==> config.mk <==
export PLATFORM = sky130hd
export DESIGN_NAME = muldiv_unit
export DESIGN_NICKNAME = d
export VERILOG_FILES = /design/src/rtl/muldiv_pkg.sv /design/src/rtl/muldiv_operand_prep.sv /design/src/rtl/muldiv_unit.sv
export SDC_FILE = /design/constraint.sdc
export NUM_CORES = 1
export LEC_CHECK = 0
export CAP_MARGIN = 0
export CELL_PAD_IN_SITES_DETAIL_PLACEMENT = 0
export CELL_PAD_IN_SITES_GLOBAL_PLACEMENT = 2
export CORE_ASPECT_RATIO = 0.75
export CORE_UTILIZATION = 36
export CTS_BUF_LIST = sky130_fd_sc_hd__clkbuf_16
export DETAILED_ROUTE_END_ITERATION = 6
export HOLD_SLACK_MARGIN = 0.12
export PLACE_DENSITY = 0.92
export SETUP_SLACK_MARGIN = 0.5
export SYNTH_ARGS = -nofsm -noshare
export SYNTH_HDL_FRONTEND = slang
export SYNTH_SLANG_ARGS = --single-unit
==> constraint.sdc <==
create_clock -name clk -period 4.39 [get_ports clk]
set_clock_uncertainty 0.2 [all_clocks]
set_input_delay 0.878 -clock clk [delete_from_list [all_inputs] [get_ports clk]]
set_output_delay 0.878 -clock clk [all_outputs]
set_load 0.01 [all_outputs]
==> src/rtl/muldiv_pkg.sv <==
// Shared constants for the RV32M multiply/divide unit: funct3 op codes,
// FSM state encoding and the default datapath width.
package muldiv_pkg;

  localparam int WIDTH_DEFAULT = 32;

  localparam logic [2:0] FUNCT3_MUL    = 3'b000;
  localparam logic [2:0] FUNCT3_MULH   = 3'b001;
  localparam logic [2:0] FUNCT3_MULHSU = 3'b010;
  localparam logic [2:0] FUNCT3_MULHU  = 3'b011;
  localparam logic [2:0] FUNCT3_DIV    = 3'b100;
  localparam logic [2:0] FUNCT3_DIVU   = 3'b101;
  localparam logic [2:0] FUNCT3_REM    = 3'b110;
  localparam logic [2:0] FUNCT3_REMU   = 3'b111;

  typedef enum logic [1:0] {
    ST_IDLE = 2'd0,
    ST_CALC = 2'd1,
    ST_DONE = 2'd2
  } state_t;

endpackage

==> src/rtl/muldiv_operand_prep.sv <==
// Operand conditioning: turns raw rs1/rs2 into magnitudes plus the flags
// that say whether the final product/quotient and remainder must be negated.
module muldiv_operand_prep
  import muldiv_pkg::*;
#(
  parameter int WIDTH = WIDTH_DEFAULT
) (
  input  logic [2:0]       funct3,
  input  logic [WIDTH-1:0] op_a,
  input  logic [WIDTH-1:0] op_b,
  output logic [WIDTH-1:0] a_mag,
  output logic [WIDTH-1:0] b_mag,
  output logic             neg_result,
  output logic             neg_rem
);

  logic a_signed;
  logic b_signed;
  logic a_neg;
  logic b_neg;

  always_comb begin
    a_signed = 1'b0;
    b_signed = 1'b0;
    if (funct3[2]) begin
      // DIV/REM are signed, DIVU/REMU are not
      a_signed = ~funct3[0];
      b_signed = ~funct3[0];
    end else begin
      a_signed = (funct3 != FUNCT3_MULHU);
      b_signed = (funct3 == FUNCT3_MUL) || (funct3 == FUNCT3_MULH);
    end
  end

  assign a_neg      = a_signed & op_a[WIDTH-1];
  assign b_neg      = b_signed & op_b[WIDTH-1];
  assign a_mag      = a_neg ? -op_a : op_a;
  assign b_mag      = b_neg ? -op_b : op_b;
  assign neg_result = a_neg ^ b_neg;
  assign neg_rem    = a_neg;

endmodule

==> src/rtl/muldiv_unit.sv <==
// Iterative RV32M multiply/divide unit: shift-add multiply and restoring
// divide, one bit per cycle. Optional macro MULDIV_EARLY_OUT_EN skips the
// iteration for divide-by-zero, signed overflow and multiply-by-zero.
//
//   state   | meaning
//   IDLE    | waiting for start, operands latched on accept
//   CALC    | one radix-2 step per cycle, WIDTH steps
//   DONE    | sign fix / special cases applied, done pulse, result registered
module muldiv_unit
  import muldiv_pkg::*;
#(
  parameter int WIDTH = WIDTH_DEFAULT,
  parameter int CNT_W = 6
) (
  input  logic             clk,
  input  logic             rst_n,
  input  logic             start,
  input  logic [2:0]       funct3,
  input  logic [WIDTH-1:0] op_a,
  input  logic [WIDTH-1:0] op_b,
  output logic             busy,
  output logic             done,
  output logic [WIDTH-1:0] result
);

  localparam logic [WIDTH-1:0] SMIN = {1'b1, {(WIDTH-1){1'b0}}};

  state_t state_q, state_d;

  logic [WIDTH-1:0]   a_mag, b_mag;
  logic               neg_result, neg_rem;
  logic               b_zero, ovf, early_out;

  logic [2:0]         funct3_q;
  logic [WIDTH-1:0]   a_raw_q;
  logic [WIDTH-1:0]   b_mag_q;
  logic               neg_res_q, neg_rem_q, b_zero_q, ovf_q;
  logic [2*WIDTH-1:0] prod_q;
  logic [CNT_W-1:0]   cnt_q;
  logic [WIDTH-1:0]   result_q;

  logic [WIDTH:0]     add_sum;
  logic [2*WIDTH-1:0] mul_next;
  logic [WIDTH:0]     rem_ext;
  logic [WIDTH-1:0]   rem_sub;
  logic [2*WIDTH-1:0] div_next;
  logic [2*WIDTH-1:0] prod_fix;
  logic [WIDTH-1:0]   quo_fix, rem_fix;
  logic [WIDTH-1:0]   final_val;

  muldiv_operand_prep #(.WIDTH(WIDTH)) u_prep (
    .funct3     (funct3),
    .op_a       (op_a),
    .op_b       (op_b),
    .a_mag      (a_mag),
    .b_mag      (b_mag),
    .neg_result (neg_result),
    .neg_rem    (neg_rem)
  );

  assign b_zero = (op_b == '0);
  assign ovf    = ((funct3 == FUNCT3_DIV) || (funct3 == FUNCT3_REM)) &&
                  (op_a == SMIN) && (op_b == '1);

`ifdef MULDIV_EARLY_OUT_EN
  assign early_out = b_zero | ovf;
`else
  assign early_out = 1'b0;
`endif

  always_comb begin
    state_d = state_q;
    case (state_q)
      ST_IDLE: if (start) state_d = early_out ? ST_DONE : ST_CALC;
      ST_CALC: if (cnt_q == CNT_W'(WIDTH-1)) state_d = ST_DONE;
      ST_DONE: state_d = ST_IDLE;
      default: state_d = ST_IDLE;
    endcase
  end

  // Multiply: product's upper half accumulates b, whole register shifts right
  assign add_sum  = {1'b0, prod_q[2*WIDTH-1:WIDTH]} +
                    {1'b0, (prod_q[0] ? b_mag_q : {WIDTH{1'b0}})};
  assign mul_next = {add_sum, prod_q[WIDTH-1:1]};

  // Divide: upper half is the partial remainder, lower half shifts dividend out / quotient in
  assign rem_ext  = {prod_q[2*WIDTH-1:WIDTH], prod_q[WIDTH-1]};
  assign rem_sub  = rem_ext[WIDTH-1:0] - b_mag_q;
  assign div_next = (rem_ext >= {1'b0, b_mag_q}) ?
                    {rem_sub, prod_q[WIDTH-2:0], 1'b1} :
                    {rem_ext[WIDTH-1:0], prod_q[WIDTH-2:0], 1'b0};

  assign prod_fix = neg_res_q ? -prod_q : prod_q;
  assign quo_fix  = neg_res_q ? -prod_q[WIDTH-1:0] : prod_q[WIDTH-1:0];
  assign rem_fix  = neg_rem_q ? -prod_q[2*WIDTH-1:WIDTH] : prod_q[2*WIDTH-1:WIDTH];

  always_comb begin
    final_val = '0;
    case (funct3_q)
      FUNCT3_MUL:    final_val = b_zero_q ? '0 : prod_fix[WIDTH-1:0];
      FUNCT3_MULH,
      FUNCT3_MULHSU,
      FUNCT3_MULHU:  final_val = b_zero_q ? '0 : prod_fix[2*WIDTH-1:WIDTH];
      FUNCT3_DIV,
      FUNCT3_DIVU:   final_val = b_zero_q ? '1 : (ovf_q ? SMIN : quo_fix);
      FUNCT3_REM,
      FUNCT3_REMU:   final_val = b_zero_q ? a_raw_q : (ovf_q ? '0 : rem_fix);
      default:       final_val = '0;
    endcase
  end

  always_ff @(posedge clk or negedge rst_n) begin
    if (!rst_n) begin
      state_q   <= ST_IDLE;
      funct3_q  <= '0;
      a_raw_q   <= '0;
      b_mag_q   <= '0;
      neg_res_q <= 1'b0;
      neg_rem_q <= 1'b0;
      b_zero_q  <= 1'b0;
      ovf_q     <= 1'b0;
      prod_q    <= '0;
      cnt_q     <= '0;
      result_q  <= '0;
    end else begin
      state_q <= state_d;
      case (state_q)
        ST_IDLE: begin
          if (start) begin
            funct3_q  <= funct3;
            a_raw_q   <= op_a;
            b_mag_q   <= b_mag;
            neg_res_q <= neg_result;
            neg_rem_q <= neg_rem;
            b_zero_q  <= b_zero;
            ovf_q     <= ovf;
            prod_q    <= {{WIDTH{1'b0}}, a_mag};
            cnt_q     <= '0;
          end
        end
        ST_CALC: begin
          prod_q <= funct3_q[2] ? div_next : mul_next;
          cnt_q  <= cnt_q + CNT_W'(1);
        end
        ST_DONE: result_q <= final_val;
        default: ;
      endcase
    end
  end

  assign busy   = (state_q != ST_IDLE);
  assign done   = (state_q == ST_DONE);
  assign result = (state_q == ST_DONE) ? final_val : result_q;

endmodule

==> flow_metrics.env <==
# yosys + openroad results
export IMPL_run_status="finished, violations left"
export IMPL_violations="setup timing"
export IMPL_area_growth_pct=28.02
export IMPL_globalplace_congestion=0.9851
export IMPL_synth_net_count=2133
export IMPL_fp_util_pct=36.59
export IMPL_path_clk_slew_ps=70
export IMPL_worstSetupPathType="reg -> out"
export IMPL_fa_ha_area_share_pct=5.942
export IMPL_power_frac_seq_pct=19.1
export IMPL_r2r_start="prod_q[6]"
export IMPL_critPathCapture="result[16]"
export IMPL_comb_share_pct=56.12
export IMPL_endpoint_kind="output port"
export IMPL_comb_area_um2=11070
export IMPL_cp_arrival_ps=3330
export IMPL_clockNetworkAreaShare_pct=2.955
export IMPL_vias=16260
export IMPL_top_usage_layer="met1"
export IMPL_synth_edff_count=0
export IMPL_drv_cap=0
export IMPL_power_top_consumer="combinational logic"
export IMPL_ys_sh_mux_pct=3.961
export IMPL_via_per_inst=5.855
export IMPL_h_tree_depth=4
export IMPL_numCtsBuffers=17
export IMPL_met1_length_mm=30.29
export IMPL_setup_viol=2
export IMPL_wl_mm=62.42
export IMPL_setup_ws_ps=-18.14
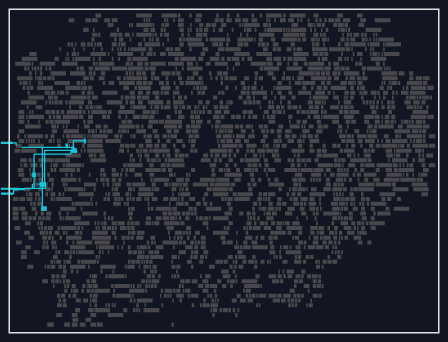
(wires at chosen ports, followed through buffers)
[funct3] cyan | bits: 3 | direction: input | end cells: 7 | wire: 205 um

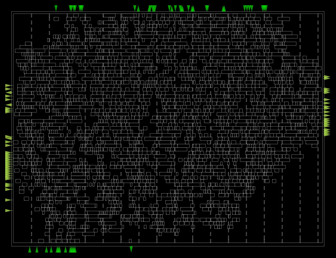
(cell outlines without signal wires)
Seq cells: 175
Core Util, Final: 46.84%
Core Box Area: 42130 um^2

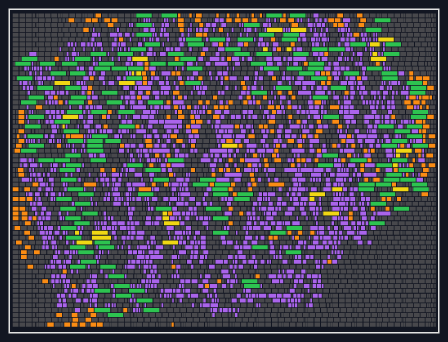
(cells coloured by class)
Fill, decap, tap and diode cells in grey.
[sequential cells] green | cells: 175 | share of their area: 23%
[combinational and other logic] purple | cells: 1683 | share of their area: 60%
[remaining buffers and delay cells] orange | cells: 318 | share of their area: 14%
[clock drivers and dummy loads] yellow | cells: 32 | share of their area: 3.1%

